[src/rtl/wave_capture_pkg.sv]
// Shared constants for the wave_capture frame recorder:
// FSM state encodings and trigger edge selects.
package wave_capture_pkg;

    localparam logic [2:0] ST_IDLE = 3'd0;
    localparam logic [2:0] ST_PRE  = 3'd1;
    localparam logic [2:0] ST_WAIT = 3'd2;
    localparam logic [2:0] ST_POST = 3'd3;
    localparam logic [2:0] ST_DONE = 3'd4;

    localparam logic EDGE_RISE = 1'b0;
    localparam logic EDGE_FALL = 1'b1;

    function automatic logic is_busy(input logic [2:0] st);
        return (st == ST_PRE) || (st == ST_WAIT) || (st == ST_POST);
    endfunction

endpackage

[src/rtl/wave_capture_trig_detect.sv]
// Level-crossing detector: keeps the previous decimated sample
// and flags a rising or falling crossing of the threshold.
module trig_detect
    import wave_capture_pkg::*;
#(
    parameter int DATA_W = 8
) (
    input  logic              clk,
    input  logic              rst,
    input  logic              clr,
    input  logic              sample_en,
    input  logic [DATA_W-1:0] cur,
    input  logic [DATA_W-1:0] level,
    input  logic              edge_sel,
    output logic              hit
);

    logic [DATA_W-1:0] prev_q;
    logic              prev_valid_q;

    always_ff @(posedge clk) begin
        if (rst) begin
            prev_q       <= '0;
            prev_valid_q <= 1'b0;
        end else if (clr) begin
            prev_valid_q <= 1'b0;
        end else if (sample_en) begin
            prev_q       <= cur;
            prev_valid_q <= 1'b1;
        end
    end

    // A stale prev from an earlier frame must never fire the first sample
    always_comb begin
        hit = 1'b0;
        if (prev_valid_q) begin
            if (edge_sel == EDGE_FALL)
                hit = (prev_q > level) && (cur <= level);
            else
                hit = (prev_q < level) && (cur >= level);
        end
    end

endmodule

[src/rtl/wave_capture.sv]
// Pre/post-trigger waveform recorder writing a circular RAM frame.
// Optional timeout trigger: define AUTO_TRIG_EN.
module wave_capture
    import wave_capture_pkg::*;
#(
    parameter int DATA_W   = 8,
    parameter int ADDR_W   = 9,
    parameter int AUTO_TMO = 1023
) (
    input  logic              ad_clk,
    input  logic              rst,
    input  logic [DATA_W-1:0] ad_data,
    input  logic              deci_valid,
    input  logic [DATA_W-1:0] trig_level,
    input  logic              trig_edge,
    input  logic [ADDR_W-1:0] pre_depth,
    input  logic              arm,
    input  logic              rd_ack,
    output logic              wr_en,
    output logic [ADDR_W-1:0] wr_addr,
    output logic [DATA_W-1:0] wr_data,
    output logic [ADDR_W-1:0] trig_addr,
    output logic              trig_forced,
    output logic              busy,
    output logic              frame_done
);

    localparam int DEPTH = 2 ** ADDR_W;
    localparam logic [ADDR_W-1:0] PRE_MAX  = ADDR_W'(DEPTH - 2);
    localparam logic [ADDR_W-1:0] POST_TOT = ADDR_W'(DEPTH - 1);

    logic [2:0]        state_q, state_d;
    logic [ADDR_W-1:0] ptr_q, ptr_d;
    logic [ADDR_W-1:0] cnt_q, cnt_d;
    logic [ADDR_W-1:0] pre_q, pre_d;
    logic              wr_en_q, wr_en_d;
    logic [ADDR_W-1:0] wr_addr_q, wr_addr_d;
    logic [DATA_W-1:0] wr_data_q, wr_data_d;
    logic [ADDR_W-1:0] trig_addr_q, trig_addr_d;
    logic              forced_q, forced_d;

    logic              busy_s;
    logic              start;
    logic              sample;
    logic              hit;
    logic              tmo_hit;
    logic [ADDR_W-1:0] pre_clamp;
    logic [ADDR_W-1:0] post_len;

    assign busy_s    = is_busy(state_q);
    assign sample    = deci_valid && busy_s;
    assign start     = arm && ((state_q == ST_IDLE) ||
                               ((state_q == ST_DONE) && rd_ack));
    assign pre_clamp = (pre_depth > PRE_MAX) ? PRE_MAX : pre_depth;
    assign post_len  = POST_TOT - pre_q;

    trig_detect #(
        .DATA_W(DATA_W)
    ) u_trig (
        .clk      (ad_clk),
        .rst      (rst),
        .clr      (start),
        .sample_en(sample),
        .cur      (ad_data),
        .level    (trig_level),
        .edge_sel (trig_edge),
        .hit      (hit)
    );

`ifdef AUTO_TRIG_EN
    localparam int TMO_W = $clog2(AUTO_TMO + 1);
    localparam logic [TMO_W-1:0] TMO_LAST = TMO_W'(AUTO_TMO - 1);

    logic [TMO_W-1:0] tmo_q, tmo_d;

    always_comb begin
        tmo_d = tmo_q;
        if (start)
            tmo_d = '0;
        else if (sample && (state_q == ST_WAIT))
            tmo_d = tmo_q + 1'b1;
    end

    always_ff @(posedge ad_clk) begin
        if (rst)
            tmo_q <= '0;
        else
            tmo_q <= tmo_d;
    end

    assign tmo_hit = sample && (state_q == ST_WAIT) && (tmo_q == TMO_LAST);
`else
    assign tmo_hit = 1'b0;
`endif

    always_comb begin
        state_d     = state_q;
        ptr_d       = ptr_q;
        cnt_d       = cnt_q;
        pre_d       = pre_q;
        wr_en_d     = 1'b0;
        wr_addr_d   = wr_addr_q;
        wr_data_d   = wr_data_q;
        trig_addr_d = trig_addr_q;
        forced_d    = forced_q;

        if (start) begin
            state_d  = (pre_clamp == '0) ? ST_WAIT : ST_PRE;
            ptr_d    = '0;
            cnt_d    = '0;
            pre_d    = pre_clamp;
            forced_d = 1'b0;
        end else if (sample) begin
            wr_en_d   = 1'b1;
            wr_addr_d = ptr_q;
            wr_data_d = ad_data;
            ptr_d     = ptr_q + 1'b1;
            unique case (state_q)
                ST_PRE: begin
                    if (cnt_q == pre_q - 1'b1) begin
                        state_d = ST_WAIT;
                        cnt_d   = '0;
                    end else begin
                        cnt_d = cnt_q + 1'b1;
                    end
                end
                ST_WAIT: begin
                    if (hit || tmo_hit) begin
                        trig_addr_d = ptr_q;
                        forced_d    = !hit;
                        state_d     = ST_POST;
                        cnt_d       = '0;
                    end
                end
                ST_POST: begin
                    if (cnt_q == post_len - 1'b1) begin
                        state_d = ST_DONE;
                        cnt_d   = '0;
                    end else begin
                        cnt_d = cnt_q + 1'b1;
                    end
                end
                default: ;
            endcase
        end else if ((state_q == ST_DONE) && rd_ack) begin
            state_d = ST_IDLE;
        end
    end

    always_ff @(posedge ad_clk) begin
        if (rst) begin
            state_q     <= ST_IDLE;
            ptr_q       <= '0;
            cnt_q       <= '0;
            pre_q       <= '0;
            wr_en_q     <= 1'b0;
            wr_addr_q   <= '0;
            wr_data_q   <= '0;
            trig_addr_q <= '0;
            forced_q    <= 1'b0;
        end else begin
            state_q     <= state_d;
            ptr_q       <= ptr_d;
            cnt_q       <= cnt_d;
            pre_q       <= pre_d;
            wr_en_q     <= wr_en_d;
            wr_addr_q   <= wr_addr_d;
            wr_data_q   <= wr_data_d;
            trig_addr_q <= trig_addr_d;
            forced_q    <= forced_d;
        end
    end

    assign wr_en       = wr_en_q;
    assign wr_addr     = wr_addr_q;
    assign wr_data     = wr_data_q;
    assign trig_addr   = trig_addr_q;
    assign trig_forced = forced_q;
    assign busy        = busy_s;
    assign frame_done  = (state_q == ST_DONE);

endmodule

[config.mk]
export PLATFORM = sky130hd
export DESIGN_NAME = wave_capture
export DESIGN_NICKNAME = d
export VERILOG_FILES = /design/src/rtl/wave_capture_pkg.sv /design/src/rtl/wave_capture_trig_detect.sv /design/src/rtl/wave_capture.sv
export SDC_FILE = /design/constraint.sdc
export NUM_CORES = 1
export LEC_CHECK = 0
export CORE_ASPECT_RATIO = 1.75
export CORE_MARGIN = 1.5
export CORE_UTILIZATION = 50
export DETAILED_ROUTE_END_ITERATION = 10
export HOLD_SLACK_MARGIN = 0.06
export PLACE_DENSITY = 0.82
export SYNTH_ARGS = -nofsm -noshare
export SYNTH_HDL_FRONTEND = slang
export SYNTH_HIERARCHICAL = 1
export SYNTH_SLANG_ARGS = --single-unit
export TNS_END_PERCENT = 20
[constraint.sdc]
create_clock -name ad_clk -period 3.4 [get_ports ad_clk]
set_input_delay 0.85 -clock ad_clk [delete_from_list [all_inputs] [get_ports ad_clk]]
set_output_delay 0.85 -clock ad_clk [all_outputs]
set_load 0.05 [all_outputs]
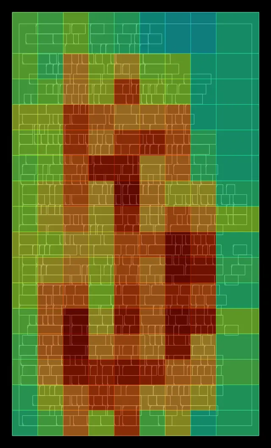
Fig. 1. Routing congestion (run 1).
M2 GR Usage: 0.471
GRT busiest layer: met2
WL/cell: 16.6 um
routing usage on met3: 0.0728
total track usage: 0.263

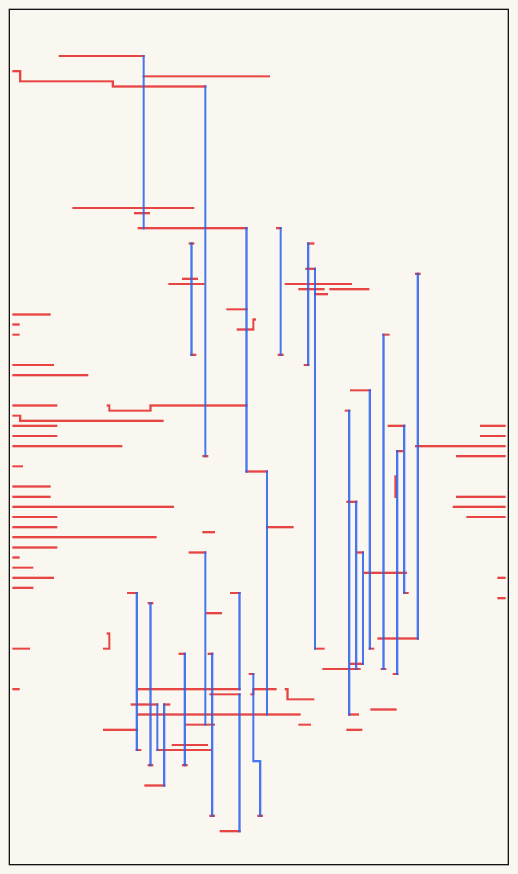
Fig. 2. Routed metal, one colour a layer (run 1).
Only two layers are drawn.
Red is met3, wire length 477 um. Blue is met4, wire length 667 um.
routed wire length: 10100 um
vias post-DR: 3544

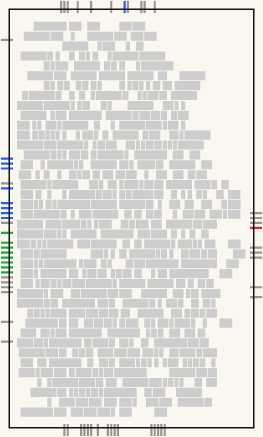
Fig. 3. I/O pins on the die edge (run 1).
Pins as bars across the die edge, other pins in grey.
Green is wr_data, pins 8, direction output, edge left. Red is arm, pins 1, direction input, edge right. Blue is wr_addr, pins 9, direction output, edge 8 left, 1 top.

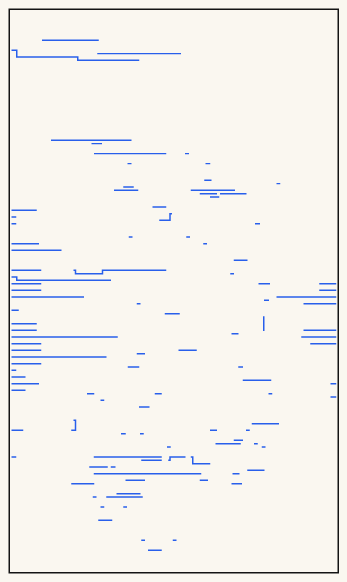
Fig. 4. M3 wires (run 1).
The longest straight run is 21.6 um. The layer holds 4.7% of the routed length. The wires run mostly horizontal. The layer carries 477 um of wire.

==> job_summary.md, run 1 <==
## PnR job results

| Metric | Value |
|---|---|
| Comb area | 2200 sq um |
| Detailed Place HPWL | 6850 um |
| Final Cell Area | 4810 sq um |
| Core ar. | 6860 sq um |
| Root buffer cell | clkbuf_16 |
| Final GP Congestion | 0.918 |
| Crit Path Class | in2reg |
| Post-synth regs | 67 |
| Final Skew | 0.00558 ns |
| Comb. pwr | 0.328 mW |
| FF-to-FF path depth | 9 |
| Mapped Cells | 443 |
| Finished Layout Cells | 606 |
| Chip area | 7660 sq um |
| Area growth syn-to-layout | 35.1% |
| Antenna-violating nets left | 0 |
| Die Y-Extent | 115 um |
| Most frequent cells after synthesis | 78 x nand2_1, 67 x dfxtp_1, 49 x a21oi_1 |
| Power Sequential | 0.832 mW |
| Clock Path Buffers | 2 |
| Final Hold Slack | 0.455 ns |
| Clk pwr share | 0.450 |
| DRT Pass-1 Iters | 5 |
| Cell Type Count | 55 |
| Clk_lat worst skew | 0.34 ns |
| Worst Tran Pin Value | 0.568 ns |
| Worst Path Arrival | 3.56 ns |
| EDFF count, synth | 0 |
| Comb power frac | 0.156 |
| Hold Crit Class | reg2reg |
| DRC | 0 |
| Top Consumer | clock |
| Gr ovfl total | 0 |
| Leak | 1.79 nW |
| Chip Area, Yosys | 3560 sq um |
| Critical-path cell list | clkdlybuf4s50_1, inv_2, ha_4, nand4_1, or2_1, a221o_1, o21ai_2, a21o_1, and2_4, nand4_1, nor2_1, nand3_1, xor2_1, nor2_1 |
| Crit path largest cell delay | 0.49 ns |
| Post-CTS Setup Inserts | 0 |
| Cells on Worst Hold Path | 2 |
| Biggest area cells | dfxtp_1 38%, nand2_1 8.2%, ha_1 7.0% |
| P_clk | 0.949 mW |
| Critical path launch point | ad_data[0] |
| Data required, critical path | 3.62 ns |
| Sequential share of power | 0.394 |
| Mapped cell area | 3560 sq um |
| Asr flop ratio synth | 0 |
| Worst vdd ir | 0.346 mV |
| Mapped Avg Cell Area | 8.04 sq um |
| Die Wd | 66.8 um |
| Cell Area, Placed | 4340 sq um |
| Fraction of layout cells with a size suffix above 1 | 0.130 |
| CP Capture Type | flip-flop |
| Achievable Freq | 0.300 GHz |
| Hold path start | trig_addr[5] |
| Int Power | 1.56 mW |
| Cell with the most instances after synthesis | nand2_1 |
| Status | finished clean |
| Most numerous logic cells after layout | 78 x nand2_1, 67 x dfxtp_1, 56 x clkdlybuf4s50_1 |
| Total Power | 2.11 mW |
| DP Worst Slack | -0.215 ns |
| YS warnings | 6 |
| Most area-hungry cell type in the Yosys netlist | dfxtp_1 |
| Syn Nets | 494 |
| FF-to-FF End | state_q[0] |
| Hold Buf Count CTS | 0 |
| Sw Pwr | 0.550 mW |
| CP Launch Type | input port |
| CP max-delay cell | clkdlybuf4s50_1 |
| Initial antenna violation count | 0 |
| Final Max Slew Viols | 0 |
| Final tally of hold violations | 0 |
| Delay-heaviest family, CP | simple AND/OR/NAND/NOR gates |
| Main flop type | dfxtp_1 |
| Drt first-iter violations | 205 |
| Max capacitance violation total | 0 |
| Row cnt | 40 |
| Power per Cell Area | 439 nW/um^2 |
| Largest net degree at the start of global routing | 45 |
| Vias in the first global route | 3427 |
| Resize count post-CTS | 0 |
| Tool warning count | 27 |
-- run 1: kinds of logic after synthesis --
kind of cell,Yosys count,share of synthesized area
compound gates,85,0.150
xor+xnor,26,0.0639
fa+ha+maj,20,0.0703
buf+inv,37,0.0408
flops,67,0.377
mux,11,0.0316
simple gates,197,0.266
-- run 1: final cells by class --
class                   instances  share of cell area
clock buffers                  13              0.0541
clock inverters                 3             0.00963
inverters                      14              0.0109
multi-input cells             339               0.457
flip-flops and latches         67               0.279
well taps                      84              0.0219
repair buffers                 86               0.168
-- run 1: routing by layer --
layer	GRT usage	up-vias	part of all wire
met5	0	-	0
met4	0.193	0	0.066
met3	0.0728	58	0.047
met2	0.471	132	0.53
met1	0.243	1682	0.35
li1	-	1672	-
==> run 2: changes to the inputs <==
--- a/config.mk
+++ b/config.mk
@@ -5,14 +5,15 @@
 export SDC_FILE = /design/constraint.sdc
 export NUM_CORES = 1
 export LEC_CHECK = 0
+export ABC_AREA = 1
 export CORE_ASPECT_RATIO = 1.75
 export CORE_MARGIN = 1.5
 export CORE_UTILIZATION = 50
 export DETAILED_ROUTE_END_ITERATION = 10
 export HOLD_SLACK_MARGIN = 0.06
-export PLACE_DENSITY = 0.82
+export PLACE_DENSITY = 0.81
 export SYNTH_ARGS = -nofsm -noshare
 export SYNTH_HDL_FRONTEND = slang
 export SYNTH_HIERARCHICAL = 1
 export SYNTH_SLANG_ARGS = --single-unit
-export TNS_END_PERCENT = 20
+export TNS_END_PERCENT = 10
==> job_summary.md, run 2 <==
## PnR job results

| Metric | Value |
|---|---|
| Status | finished clean |
| Worst Path Arrival | 3.35 ns (-0.21 ns) |
| Most area-hungry cell type in the Yosys netlist | dfxtp_1 |
| RSZ-0062 raised after global routing | false |
| Worst Path Buf+Inv | 5 |
| Flop count | 67 (unchanged) |
| Die Wd | 68.6 um (+2.7%) |
| I/O Pins | 61 |
| Setup TNS | 0 ns |
| Pre-Place Util | 0.521 |
| Worst setup path endpoint | cnt_q[7] |
| Chip area | 8080 sq um (+5.6%) |
| Xor+xnor area frac | 0.0139 (-0.0500) |
| Data required, critical path | 3.63 ns (about the same) |
| First-pass GRT wire length | 16400 um |
| FF-to-FF path depth | 19 (+10) |
| Crit Path Class | in2reg |
| CP Launch Type | input port |
| Initial antenna violation count | 0 (unchanged) |
| Final Cell Area | 4820 sq um (+0.23%) |
| Most numerous logic cells after layout | 171 x nand2_1, 67 x dfxtp_1, 66 x inv_1 |
| Final GP Congestion | 0.927 (+1.0%) |
| NonClk Buf Share | 0.142 (-0.0258) |
| Tapcells | 86 (+2.4%) |
| TritonCTS clock tree | done |
| Vias in the first global route | 3823 (+12%) |
| CP max-delay cell | clkdlybuf4s50_1 |
| Hold Path Sink | wr_addr[1] |
| Drt first-iter violations | 335 (+63%) |
| Cell Area, Placed | 4500 sq um (+3.6%) |
| Endpoints failing setup | 0 |
| Achievable Freq | 0.321 GHz (+7.0%) |
| Gr ovfl total | 0 (unchanged) |
| Area growth syn-to-layout | 28.0% |
| Cycle use final | 0.917 |
| Logic share of the area | 0.425 (-0.0322) |
| Final net count | 691 |
| R2r startpoint | u_trig/prev_q[1] |
| Vias post-DR | 3858 (+8.9%) |
| Synth Seq Share | 0.356 |
| Root buffer cell | clkbuf_16 |
| Hold path start | wr_addr[1] |
| DP Worst Slack | 0.00120 ns (+0.217 ns) |
| Worst vdd ir | 0.494 mV (+43%) |
| Levels on crit path | 22 |
| Hold Crit Class | reg2reg |
| Largest net degree at the start of global routing | 26 (-42%) |
| Yosys cell count | 571 |
| Biggest area cells | dfxtp_1 36%, nand2_1 17%, a21oi_1 6.9% |
| Worst setup margin | 0.283 ns |
| EDFF count, synth | 0 (unchanged) |
| Routed wire length | 9960 um (-1.3%) |
| Asr flop ratio synth | 0 (unchanged) |
| Vias/cell | 5.28 |
| Flop2flop setup slack | 1.02 ns |
| Syn Nets | 622 (+26%) |
| Mapped cell area | 3770 sq um (+5.8%) |
| Clock Path Buffers | 2 (unchanged) |
| YS warnings | 6 (unchanged) |
| Worst path most repeated cell | nand2_1 |
| Die Y-Extent | 118 um (+2.8%) |
| Resize count post-CTS | 0 (unchanged) |
| Max capacitance violation total | 0 (unchanged) |
| Tool warning count | 27 (unchanged) |
| Total track usage | 0.263 (about the same) |
| DRT Pass-1 Iters | 5 (unchanged) |
| TritonCTS buffer count | 9 |
| Cell with the most instances after synthesis | nand2_1 |
| Final Skew | 0.00914 ns (+0.00356 ns) |
| Nonclk buf count | 71 (-17%) |
| Total clock sinks | 67 |
| Cells on Worst Hold Path | 2 (unchanged) |
| Antenna-violating nets left | 0 (unchanged) |
| Number of logic gates | 411 (+21%) |
| MUX area fraction | 0 (-0.0316) |
| Most frequent cells after synthesis | 171 x nand2_1, 67 x dfxtp_1, 66 x inv_1 |
| ClkCell Share | 0.0672 (+0.00348) |
| Chip Area, Yosys | 3770 sq um (+5.8%) |
| Crit path largest cell delay | 0.45 ns (-0.04 ns) |
| Detailed Place HPWL | 7410 um (+8.2%) |
| Most instantiated logic cell after routing | nand2_1 |
| Power per Cell Area | 691 nW/um^2 (+57%) |
| Leak | 2.12 nW (+18%) |
| DRC | 0 (unchanged) |
| CP Capture Type | flip-flop |
| Row cnt | 41 (+2.5%) |
| Final tally of hold violations | 0 (unchanged) |
| Post-synth regs | 67 (unchanged) |
| Yosys adder share | 0.0664 (-0.00385) |
| Buffers on Ports | 60 |
| Main flop type | dfxtp_1 |
| Post-CTS Setup Inserts | 0 (unchanged) |
| ANT cells | 0 |
| Max-area cell share | 0.356 |
| WL/cell | 13.6 um (-18%) |
| Delay-heaviest family, CP | simple AND/OR/NAND/NOR gates |
| Crit path max fanout | 4 |
| Total Power | 3.33 mW (+58%) |
| H-tree levels | 3 |
| Final Max Slew Viols | 0 (unchanged) |
| Core ar. | 7230 sq um (+5.5%) |
| Dominant kind of combinational cell | simple AND/OR/NAND/NOR gates |
| Finished Layout Cells | 731 (+21%) |
| Reg clk slew, reported paths | 0.06 ns |
| Cell Count Post-Placement | 715 |
| # clk buffers | 9 (-4) |
| Fraction of layout cells with a size suffix above 1 | 0.0930 (-0.0372) |
| Slew HR | 0.614 |
| Cell Type Count | 39 (-29%) |
| Final Hold Slack | 0.466 ns (+0.0117 ns) |
| Critical path launch point | trig_level[1] |
| Comb area | 2050 sq um (-6.8%) |
| FF-to-FF End | cnt_q[7] |
| Largest cell class | logic gates |
| Hold Buf Count CTS | 0 (unchanged) |
| Clk_lat worst skew | 0.33 ns (about the same) |
| Invs w/o clock | 80 (+66) |
| Simple-Gate Area Share | 0.340 (+0.0734) |
| Ao+oa area frac | 0.124 (-0.0268) |
| Mapped Cells | 571 (+29%) |
| Mapped Avg Cell Area | 6.60 sq um (-18%) |
| Worst Tran Pin Value | 0.577 ns (+0.00866 ns) |
| Critical-path cell list | clkdlybuf4s50_1, inv_1, ha_1, nand2_1, nand2_1, nand2_1, nand2_1, a21oi_2, nand2_1, nand2_1, nand2_1, nor2_1, o21ai_2, inv_4, nand2_1, nor2_1, nand2_1, nor2_1, xnor2_1, clkinv_1, nand2_1, inv_1 |
-- run 2: cell types whose count changed in the layout (fill, tap and decap cells not counted), sizes merged, moves of 5 or more --
cell,before,now
xor2,17,3
o21ai,12,33
nand4,12,3
nand3,20,29
buf,26,11
or3,5,0
inv,14,79
nor2,40,62
nand2,78,179
xnor2,9,3
mux2i,9,0
nand2b,8,0
nor2b,9,0
nor3,3,17
-- run 2: routing by layer --
layer,vias to the layer above,track usage,part of all wire
li1,1951,-,-
met1,1729,0.270,0.37
met2,140,0.455,0.53
met3,38,0.0822,0.059
met4,0,0.130,0.041
met5,-,0,0
-- run 2: where the power goes --
part           switching (mW)  internal [mW]
registers               0.107          0.903
logic                   0.877          0.435
clock network           0.361          0.646
total                    1.35           1.98
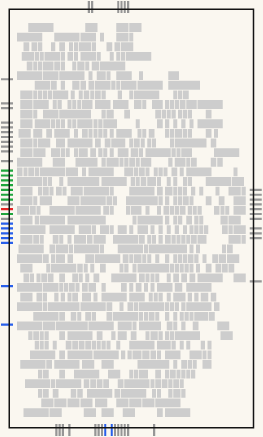
Fig. 5. I/O pins on the die edge (run 2).
Pins as bars across the die edge, other pins in grey.
Blue is wr_addr, pins 9, direction output, edge 7 left, 2 bottom. Red is arm, pins 1, direction input, edge left. Green is wr_data, pins 8, direction output, edge left.
All pins by edge: 29 left, 15 bottom, 11 right, 6 top.

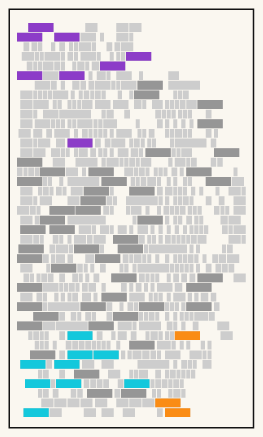
Fig. 6. Register map, names as in the netlist (run 2).
Other sequential cells in the stronger grey, the rest of the logic in the fainter grey.
Purple is u_trig/prev_q, flops 8. Orange is state_q, flops 3. Cyan is trig_addr, flops 9, where lower left.
end-of-flow core utilization: 0.666
Power Sequential: 1.01 mW
Seq area share: 0.278

Power and IR drop assume default switching activity.
